--- config.mk ---
export PLATFORM = sky130hd
export DESIGN_NAME = scancollide_flat
export DESIGN_NICKNAME = d
export VERILOG_FILES = /design/src/rtl/scancollide_if.sv /design/src/rtl/scancollide.sv /design/src/flat_wrapper.sv
export SDC_FILE = /design/constraint.sdc
export NUM_CORES = 1
export LEC_CHECK = 0
export CORE_AREA = 2 2 74 76
export DETAILED_ROUTE_END_ITERATION = 10
export DIE_AREA = 0 0 76 78
export GPL_ROUTABILITY_DRIVEN = 0
export GPL_TIMING_DRIVEN = 0
export PLACE_DENSITY = 0.61
export REMOVE_ABC_BUFFERS = 1
export SYNTH_ARGS = -nofsm -noshare
export SYNTH_HDL_FRONTEND = slang
export SYNTH_SLANG_ARGS = --single-unit
--- constraint.sdc ---
create_clock -name clk -period 2.5 [get_ports clk]
set_input_delay 0.5 -clock clk [delete_from_list [all_inputs] [get_ports clk]]
set_output_delay 0.5 -clock clk [all_outputs]
set_load 0.005 [all_outputs]
--- src/rtl/scancollide_if.sv ---
// scancollide_if -- raster scan / collision report bundle.
//
// Carries the per-pixel scan inputs (x, y, ball, lpad, rpad, wall), the
// consumer acknowledge (ack) and the per-frame report (valid, hit_l, hit_r,
// hit_w, hit_y, overrun).
//   master : scan source and report consumer (drives scan and ack)
//   slave  : collision detector (scancollide)
interface scancollide_if;
   logic [9:0] x;
   logic [9:0] y;
   logic       ball;
   logic       lpad;
   logic       rpad;
   logic       wall;
   logic       ack;
   logic       valid;
   logic       hit_l;
   logic       hit_r;
   logic       hit_w;
   logic [9:0] hit_y;
   logic       overrun;

   modport master (
      output x, y, ball, lpad, rpad, wall, ack,
      input  valid, hit_l, hit_r, hit_w, hit_y, overrun
   );

   modport slave (
      input  x, y, ball, lpad, rpad, wall, ack,
      output valid, hit_l, hit_r, hit_w, hit_y, overrun
   );
endinterface

--- src/rtl/scancollide.sv ---
// scancollide -- per-frame ball/paddle/wall collision detector.
//
// Watches a raster scan and accumulates ball-vs-object overlap pixels from
// frame start (x==0,y==0) up to, but not including, (x==0,y==FRAME_Y). One
// cycle after reaching that point the frame summary is latched into the
// report registers and valid is raised; a consumer clears it with ack.
//
// Ports:
//   clk    : master clock, all logic on posedge
//   reset  : synchronous active-high reset, overrides every other input
//   bus    : scancollide_if.slave (scan inputs, ack, report outputs)
//
// Parameters:
//   FRAME_Y : line on which the report is triggered (at x==0)
//   MINPIX  : overlap pixels per frame needed to report a paddle hit (1..255)
//
// Build option:
//   SCANCOLLIDE_WALL_EN : when defined, ball/wall overlaps are accumulated
//   and reported on hit_w; otherwise the wall input is ignored and hit_w
//   stays 0.
module scancollide #(
   parameter int FRAME_Y = 480,
   parameter int MINPIX  = 2
) (
   input  logic          clk,
   input  logic          reset,
   scancollide_if.slave  bus
);

   localparam logic [1:0] ST_IDLE   = 2'd0;
   localparam logic [1:0] ST_SCAN   = 2'd1;
   localparam logic [1:0] ST_DONE   = 2'd2;
   localparam logic [9:0] Y_NONE    = 10'h3FF;
   localparam logic [9:0] FRAME_Y_L = 10'(FRAME_Y);
   localparam logic [7:0] MINPIX_L  = 8'(MINPIX);

   logic [1:0] state_r;
   logic [7:0] cnt_l_r;
   logic [7:0] cnt_r_r;
   logic [9:0] acc_y_r;
   logic       load_r;
   logic       valid_r;
   logic       hit_l_r;
   logic       hit_r_r;
   logic       hit_w_r;
   logic [9:0] hit_y_r;
   logic       overrun_r;

   logic       frame_start_s;
   logic       frame_end_s;
   logic       ev_l_s;
   logic       ev_r_s;
   logic       acc_w_s;

   // Saturating pixel counter step.
   function automatic logic [7:0] sat_inc(input logic [7:0] cnt, input logic inc);
      if (inc && (cnt != 8'hFF)) begin
         return cnt + 8'd1;
      end else begin
         return cnt;
      end
   endfunction

   assign frame_start_s = (bus.x == 10'd0) && (bus.y == 10'd0);
   assign frame_end_s   = (bus.x == 10'd0) && (bus.y == FRAME_Y_L);
   assign ev_l_s        = bus.ball & bus.lpad;
   assign ev_r_s        = bus.ball & bus.rpad;

`ifdef SCANCOLLIDE_WALL_EN
   logic acc_w_r;
   logic ev_w_s;

   assign ev_w_s  = bus.ball & bus.wall;
   assign acc_w_s = acc_w_r;

   // Sticky wall-overlap flag, same framing rules as the paddle counters.
   always_ff @(posedge clk) begin
      if (reset) begin
         acc_w_r <= 1'b0;
      end else if (frame_start_s) begin
         acc_w_r <= ev_w_s;
      end else if ((state_r == ST_SCAN) && !frame_end_s) begin
         acc_w_r <= acc_w_r | ev_w_s;
      end else begin
         acc_w_r <= acc_w_r;
      end
   end
`else
   assign acc_w_s = 1'b0;
`endif

   // Frame state machine and paddle accumulators.
   always_ff @(posedge clk) begin
      if (reset) begin
         state_r <= ST_IDLE;
         cnt_l_r <= 8'd0;
         cnt_r_r <= 8'd0;
         acc_y_r <= Y_NONE;
         load_r  <= 1'b0;
      end else if (frame_start_s) begin
         // Frame start restarts accumulation from any state; the pixel at
         // (0,0) itself already counts.
         state_r <= ST_SCAN;
         cnt_l_r <= {7'd0, ev_l_s};
         cnt_r_r <= {7'd0, ev_r_s};
         acc_y_r <= (ev_l_s | ev_r_s) ? bus.y : Y_NONE;
         load_r  <= 1'b0;
      end else begin
         load_r <= 1'b0;
         case (state_r)
            ST_SCAN: begin
               if (frame_end_s) begin
                  // The trigger pixel is not counted; report latches next cycle.
                  state_r <= ST_DONE;
                  load_r  <= 1'b1;
               end else begin
                  cnt_l_r <= sat_inc(cnt_l_r, ev_l_s);
                  cnt_r_r <= sat_inc(cnt_r_r, ev_r_s);
                  if ((ev_l_s | ev_r_s) && (acc_y_r == Y_NONE)) begin
                     acc_y_r <= bus.y;
                  end else begin
                     acc_y_r <= acc_y_r;
                  end
               end
            end
            ST_DONE: state_r <= ST_DONE;
            ST_IDLE: state_r <= ST_IDLE;
            default: state_r <= ST_IDLE;
         endcase
      end
   end

   // Report registers with ack handshake and overrun tracking.
   always_ff @(posedge clk) begin
      if (reset) begin
         valid_r   <= 1'b0;
         hit_l_r   <= 1'b0;
         hit_r_r   <= 1'b0;
         hit_w_r   <= 1'b0;
         hit_y_r   <= Y_NONE;
         overrun_r <= 1'b0;
      end else if (load_r) begin
         valid_r <= 1'b1;
         hit_l_r <= (cnt_l_r >= MINPIX_L);
         hit_r_r <= (cnt_r_r >= MINPIX_L);
         hit_w_r <= acc_w_s;
         hit_y_r <= acc_y_r;
         // Overwriting an unacknowledged report flags overrun; an ack in the
         // same cycle consumes the old report, so overrun is left alone.
         if (valid_r && !bus.ack) begin
            overrun_r <= 1'b1;
         end else begin
            overrun_r <= overrun_r;
         end
      end else if (valid_r && bus.ack) begin
         valid_r   <= 1'b0;
         overrun_r <= 1'b0;
      end else begin
         valid_r   <= valid_r;
         overrun_r <= overrun_r;
      end
   end

   assign bus.valid   = valid_r;
   assign bus.hit_l   = hit_l_r;
   assign bus.hit_r   = hit_r_r;
   assign bus.hit_w   = hit_w_r;
   assign bus.hit_y   = hit_y_r;
   assign bus.overrun = overrun_r;

endmodule
--- src/flat_wrapper.sv ---
// flat-port wrapper written by rule: the top's interface ports become plain ports
module scancollide_flat 
#(
   parameter int FRAME_Y = 480,
   parameter int MINPIX  = 2
)
  (clk, reset, bus_x, bus_y, bus_ball, bus_lpad, bus_rpad, bus_wall, bus_ack, bus_valid, bus_hit_l, bus_hit_r, bus_hit_w, bus_hit_y, bus_overrun);
  scancollide_if bus_i ();
  input  logic clk;
  input  logic reset;
  input wire logic [$bits(bus_i.x)-1:0] bus_x;
  input wire logic [$bits(bus_i.y)-1:0] bus_y;
  input wire logic [$bits(bus_i.ball)-1:0] bus_ball;
  input wire logic [$bits(bus_i.lpad)-1:0] bus_lpad;
  input wire logic [$bits(bus_i.rpad)-1:0] bus_rpad;
  input wire logic [$bits(bus_i.wall)-1:0] bus_wall;
  input wire logic [$bits(bus_i.ack)-1:0] bus_ack;
  output wire logic [$bits(bus_i.valid)-1:0] bus_valid;
  output wire logic [$bits(bus_i.hit_l)-1:0] bus_hit_l;
  output wire logic [$bits(bus_i.hit_r)-1:0] bus_hit_r;
  output wire logic [$bits(bus_i.hit_w)-1:0] bus_hit_w;
  output wire logic [$bits(bus_i.hit_y)-1:0] bus_hit_y;
  output wire logic [$bits(bus_i.overrun)-1:0] bus_overrun;
  assign bus_i.x = bus_x;
  assign bus_i.y = bus_y;
  assign bus_i.ball = bus_ball;
  assign bus_i.lpad = bus_lpad;
  assign bus_i.rpad = bus_rpad;
  assign bus_i.wall = bus_wall;
  assign bus_i.ack = bus_ack;
  assign bus_valid = bus_i.valid;
  assign bus_hit_l = bus_i.hit_l;
  assign bus_hit_r = bus_i.hit_r;
  assign bus_hit_w = bus_i.hit_w;
  assign bus_hit_y = bus_i.hit_y;
  assign bus_overrun = bus_i.overrun;
  scancollide #(.FRAME_Y(FRAME_Y), .MINPIX(MINPIX)) u_core (.clk(clk), .reset(reset), .bus(bus_i));
endmodule
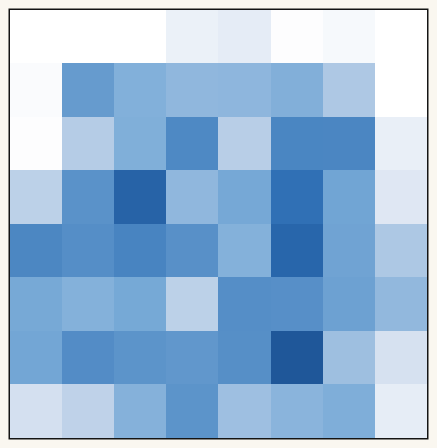
Fig. 1. Cell area per tile (run 1).
8 x 8 tiles, from white (low) to dark blue (high), 0 to 100% covered.
The fullest tile reaches 84%. 11% of the tiles are nearly empty. The mean over all tiles is 41%. 4.7% of the tiles are over 75% full.
Final Util: 49.5%
core area: 5040 µm²
floorplan utilization: 39.5%

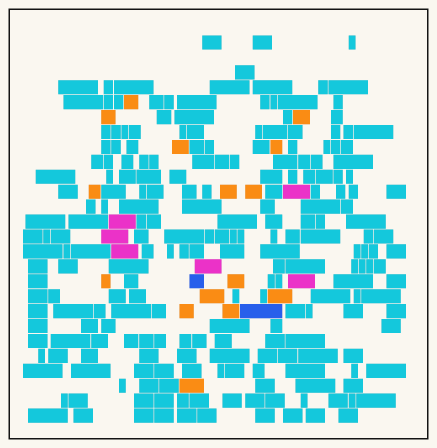
Fig. 2. Cells by drive strength (run 1).
x3 and x4: marked blue, cells 2, share 0.81%. x2: marked orange, cells 15, share 6.1%, most used o21ai_2. x6 and larger: marked magenta, cells 6, share 2.4%, most used clkbuf_8. x1 and smaller: marked cyan, cells 224, share 91%, most used dfxtp_1.

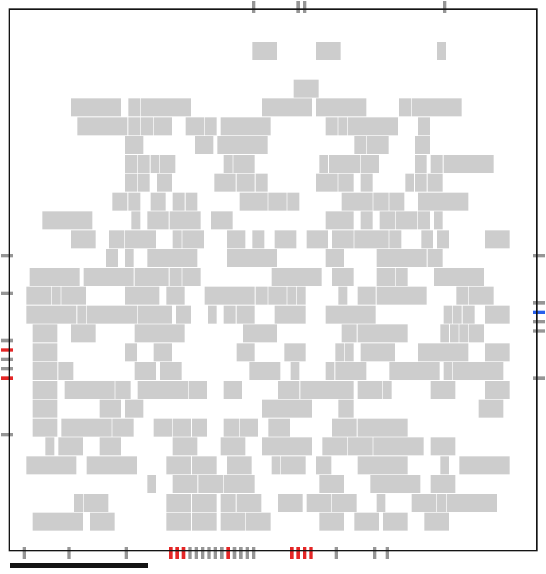
Fig. 3. Ports around the boundary (run 1).
Bar = 20 µm. Pins as bars across the die edge, other pins in gray.
`bus_y`: marked red, pins 10, direction input, edge 8 bottom, 2 left. `bus_overrun`: marked blue, pins 1, direction output, edge right.
Die Wd: 76 µm
Port Buffers: 39
Die Y: 78 µm

==> results.tsv, run 1 <==
metric	value	unit
status	completed	
cell type with the largest total area	dfxtp_1	
relative slew slack	41.8	%
slowest stage delay, CP	410	ps
Hold Path Stages	2	
1st-pass router iterations	4	
routed wire length on met2	1.96	mm
Combinational Power Share	5.9	%
Post-Route M1 WL	2.21	mm
reg-to-reg endpoint	u_core.cnt_l_r[7]	
met3 routed WL	173	µm
Reg power frac	57.3	%
r2r setup slk	540	ps
cell count in the Yosys report	211	
Final Hold Fails	0	
CP endpoint kind	flip-flop	
Ys Warns	0	
Synth Area per Inst	9.45	µm²
crit path cell chain	clkdlybuf4s50_1 -> nor4_1 -> nand4_1 -> buf_4 -> o21ai_2 -> xnor2_1 -> a211oi_1	
number of global-route vias before repair	1635	
multiplexer share of the synthesized area	5.02	%
ant diodes	0	
Arr. time, crit path	2490	ps
Int Power	0.942	mW
min-delay src	u_core.bus.overrun	
register area	861	µm²
CTS Hold Bufs	0	
kind of start point of the critical path	primary input	
Worst Max-Slew Pin Slew	872	ps
Layout area overhead	25.1	%
final wirelength	4.38	mm
P_leak	0.836	nW
Combinational Area	1040	µm²
CTS root buf	clkbuf_8	
Max-area cell share	43.2	%
detailed placer's ending HPWL	3.14	mm
Clock power frac	36.8	%
average wire per cell in the routed design	13.8	µm
period utilisation layout	91.7	%
count leader, synth	dfxtp_1	
Synth Register Bits	43	
filler instances	502	
CTS Buffer Depth	2	
WS Path Type	in2reg	
clock-pin slew on the worst setup and hold paths	80	ps
Worst VDD drop	0.535	mV
tool warning count	28	
Dominant flop cell	dfxtp_1	
Final Slew Violations	0	
WHS Endpoint	u_core.bus.overrun	
Final nets	279	
count of library flops with an enable pin	0	
Max-Cap Viols	0	
largest net degree at the start of global routing	17	
highest metal used	met4	
Num CTS Buffers	5	
Async S/R FF share, synth	0	%
slowest CP cell	nor4_1	
Cell Type Count	44	
clock skew	5.80	ps
Chip Area, Yosys	1990	µm²
R2R cell count	6	
adder share	3.14	%
IO Pins	42	
PD cells	479	nW/µm²
CTS HTree Levels	2	
worst min path class	reg2reg	
XOR/XNOR Area Share	1.76	%
ANT nets after route	0	
RSZ-0062 raised after global routing	false	
post-synthesis compound-gate area fraction	22.2	%
top cells by area	dfxtp_1 (43%), mux2i_1 (5.0%), a21oi_1 (3.5%)	
Worst EP required	2700	ps
grt total ovfl	0	
crit path time final	2290	ps
Final Setup Violations	0	
Late-Pin Clk Latency	280	ps
# DRC	0	
==> run 1: how the worst max path moves through the flow <==
stage,slack [ps],from,endpoint,cells after the start
floorplan,240,bus_x[9],u_core.acc_y_r[5],5
global placement,-720,bus_x[9],u_core.acc_y_r[8],6
detailed placement,-740,bus_y[1],u_core.acc_y_r[1],6
CTS,120,bus_x[9],u_core.acc_y_r[9],6
global route,110,bus_y[1],u_core.cnt_l_r[0],7
finish,210,bus_x[9],u_core.cnt_l_r[0],7
==> run 1: logic make-up (layout without fill, tap and decap cells) <==
group / Yosys count / after routing
AOI/OAI and AO/OA: 61 / 61
muxes: 10 / 10
xor gates and xnor gates: 4 / 4
DFF: 43 / 43
adders and majority gates: 5 / 5
other: 1 / 1
buffers and inverters: 17 / 53
and+or+nand+nor: 70 / 70
==> run 1: power groups by stage <==
stage / clock network, mW / registers, mW / logic, mW
6_report: 0.440 / 0.684 / 0.0710
5_1_grt: 0.478 / 0.684 / 0.0764
4_1_cts: 0.451 / 0.684 / 0.0713
3_5_place_dp: 0 / 0.700 / 0.0711
3_3_place_gp: 0 / 0.700 / 0.0710
2_1_floorplan: 0 / 0.700 / 0.0168
==> run 1: cell usage in the layout (no fill, tap or decap), drive strengths merged <==
master and n:
and3 1, o21a 4, clkdlybuf4s50 39, o211ai 4, mux2i 10, a211oi 3, buf 1, nand3 10
clkbuf 6, or4 2, o21ai 12, a311oi 2, nand2b 1, o2111ai 2, o2111a 2, a211o 6
a21oi 14, inv 6, conb 1, o31ai 2, or3 6, nand4 6, a221o 4, nor2b 1
and2 2, ha 5, xnor2 2, nor2 9, nor4 10, a21boi 6, clkinv 1, or2 2
nor3 2, dfxtp 43, xor2 2, nand2 18
==> run 1: metrics by stage <==
stage                     cells  setup WS [ps]  util [%]  hold WS [ps]  area (µm²)
final                       317            207      49.5           464        2490
after global routing        317            113      49.5           503        2490
after CTS                   317            118      49.4           473        2490
after detailed placement    309           -739      47.5           460        2390
after global placement      309           -723      47.5           453        2390
after floorplan             200            238         -           452        1920
==> run 1: per-layer routing <==
layer | vias up | track usage, %
met5 | - | 0
met4 | 0 | 4.55
met3 | 4 | 3.14
met2 | 32 | 26.0
met1 | 777 | 21.3
li1 | 857 | -
==> run 1: final cells by class <==
cell class	instances	share of cell area [%]
sequential	43	34.5
inverter	6	0.903
timing repair buffer	40	16.0
clock buffer	6	3.31
multi-input combinational	151	41.6
clock inverter	1	0.201
tap	70	3.51
==> run 1: state kept, by name, indices dropped and copies added (netlist names) <==
register	count
u_core.acc_y_r	10
u_core.bus.hit_y	10
u_core.cnt_l_r	8
u_core.cnt_r_r	8
u_core.state_r	2
u_core.bus.hit_l	1
u_core.bus.hit_r	1
u_core.bus.overrun	1
u_core.bus.valid	1
u_core.load_r	1
==> run 1: worst reg2reg max path, stage by stage (launching register included) <==
cell      delay (ps)
dfxtp_1          310
inv_1             50
ha_1             300
o2111a_1         280
o21ai_2          150
or4_2            630
a21oi_1          150
==> run 1: what timing repair did <==
action	in CTS	in global routing
pin swaps	1	0
hold endpoints to repair	0	0
endpoints found under the setup margin	28	8
cloned	0	0
setup buffers	1	0
resized	0	2
==> run 1 -> run 2 <==
Settings changed: SKIP_LAST_GASP from default to 1.
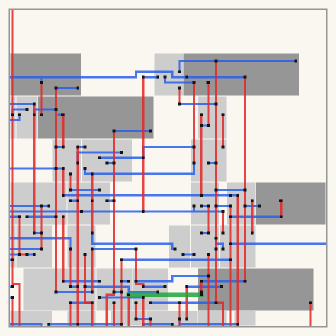
Fig. 4. Zoomed window (run 2).
Window x 47 to 67, y 48 to 68 µm. Cells in gray, sequential cells in the stronger gray; small squares are vias.
M2: marked red. M1: marked blue. M3: marked green.
23 logic cells have their middle in the window. Sequential cells in the window: 5. Most frequent: dfxtp_1 (5), a21oi_1 (3). Netlist names of flops here include `u_core.cnt_l_r` (4), `u_core.bus.hit_l` (1).

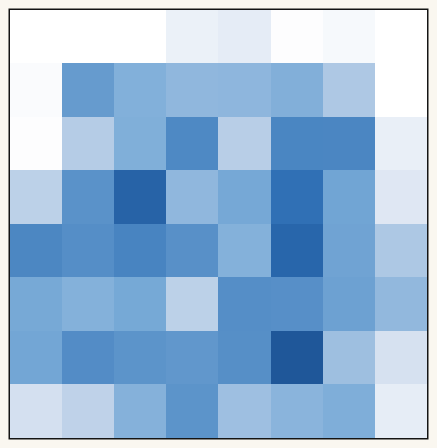
Fig. 5. Cell area per tile (run 2).
8 x 8 tiles, from white (low) to dark blue (high), 0 to 100% covered.
The mean over all tiles is 41%. 4.7% of the tiles are over 75% full. The fullest tile reaches 84%. 11% of the tiles are nearly empty.

==> results.tsv, run 2 <==
metric	value	unit	change
status	completed		
Worst EP required	2700	ps	about the same
CTS Hold Bufs	0		unchanged
WS Path Type	in2reg		
Final nets	279		unchanged
Final Hold Fails	0		unchanged
relative slew slack	41.8	%	unchanged
period utilisation layout	91.7	%	unchanged
Chip Area, Yosys	1990	µm²	unchanged
Max-area cell share	43.2	%	unchanged
Synth Register Bits	43		unchanged
ANT nets after route	0		unchanged
cell count in the Yosys report	211		unchanged
clock-pin slew on the worst setup and hold paths	80	ps	about the same
Die Wd	76	µm	unchanged
final wirelength	4.38	mm	unchanged
P_leak	0.836	nW	unchanged
Final Slew Violations	0		unchanged
clock skew	5.80	ps	unchanged
Arr. time, crit path	2490	ps	about the same
Final Setup Violations	0		unchanged
Late-Pin Clk Latency	280	ps	about the same
Async S/R FF share, synth	0	%	unchanged
most numerous logic cell after layout	dfxtp_1		
count leader, synth	dfxtp_1		
PD cells	479	nW/µm²	unchanged
Worst Max-Slew Pin Slew	872	ps	unchanged
CTS HTree Levels	2		unchanged
worst min path class	reg2reg		
grt total ovfl	0		unchanged
count of library flops with an enable pin	0		unchanged
CTS root buf	clkbuf_8		
IO Pins	42		unchanged
RSZ-0062 raised after global routing	false		
tool warning count	28		unchanged
Synth Area per Inst	9.45	µm²	unchanged
most frequent cells in the layout	dfxtp_1 (43), clkdlybuf4s50_1 (39), nand2_1 (18), a21oi_1 (14)		
Cell Type Count	44		unchanged
ant diodes	0		unchanged
top cells by area	dfxtp_1 (43%), mux2i_1 (5.0%), a21oi_1 (3.5%)		
number of global-route vias before repair	1635		unchanged
Hold Slack	464	ps	unchanged
# DRC	0		unchanged
Setup WS post-layout	207	ps	unchanged
Placed Area	2390	µm²	unchanged
R2R cell count	6		unchanged
Port Buffers	39		unchanged
cell type with the largest total area	dfxtp_1		
CP endpoint kind	flip-flop		
core area	5040	µm²	unchanged
Hold Path Stages	2		unchanged
Layout area overhead	25.1	%	unchanged
run 2: cell counts in the layout (fill, tap and decap cells not counted):
Identical to the previous run, type by type.
run 2: kinds of logic after synthesis:
group / after synthesis / synth area share (%)
AOI/OAI and AO/OA: 61 / 22.2
xor gates and xnor gates: 4 / 1.76
adders and majority gates: 5 / 3.14
buffers and inverters: 17 / 4.96
DFF: 43 / 43.2
muxes: 10 / 5.02
other: 1 / 0.188
and+or+nand+nor: 70 / 19.5
run 2: per-layer routing:
| layer | vias to the layer above | global-route usage, % | routed length (µm) |
|---|---|---|---|
| met2 | 32 | 26.0 | 1960 |
| met5 | - | 0 | 0 |
| met3 | 4 | 3.14 | 173 |
| met1 | 777 | 21.3 | 2210 |
| met4 | 0 | 4.55 | 37 |
| li1 | 857 | - | - |
run 2: path summary, 6_finish.rpt:
path	from	slack (ps)	endpoint
worst max-delay path	bus_x[9]	210	u_core.cnt_l_r[0]
worst min register to register	u_core.bus.overrun	460	u_core.bus.overrun
worst max register to register	u_core.state_r[1]	540	u_core.cnt_l_r[7]
worst min-delay path	u_core.bus.overrun	460	u_core.bus.overrun
run 2: repair_timing:
item	CTS	global route
resized	0	2
setup buffers	1	0
setup endpoints to repair	28	8
pin swaps	1	0
run 2: worst max-delay path, cell delays in order:
cell and delay (ps):
clkdlybuf4s50_1 390, nor4_1 410, nand4_1 190, buf_4 230, o21ai_2 380, xnor2_1 130, a211oi_1 250
run 2: layout make-up:
class	count	area, µm²
clock buffer	6	82.6
clock inverter	1	5.00
fill	502	2550
inverter	6	22.5
multi-input combinational	151	1040
sequential	43	861
tap	70	87.6
timing repair buffer	40	398
run 2: power breakdown:
part | leakage, nW | switching (mW) | internal [mW] | total (mW)
Sequential | 0.347 | 0.000000471 | 0.684 | 0.684
Clock | 0.0470 | 0.223 | 0.217 | 0.440
Combinational | 0.442 | 0.0299 | 0.0410 | 0.0710
Total | 0.836 | 0.253 | 0.942 | 1.19
run 2: per-stage QoR:
step,std cells,util (%)
final,317,49.5
after floorplan,200,-
after global routing,317,49.5
after CTS,317,49.4
after detailed placement,309,47.5
after global placement,309,47.5
Power figures rest on the tool's default switching activity, not on a simulated workload.
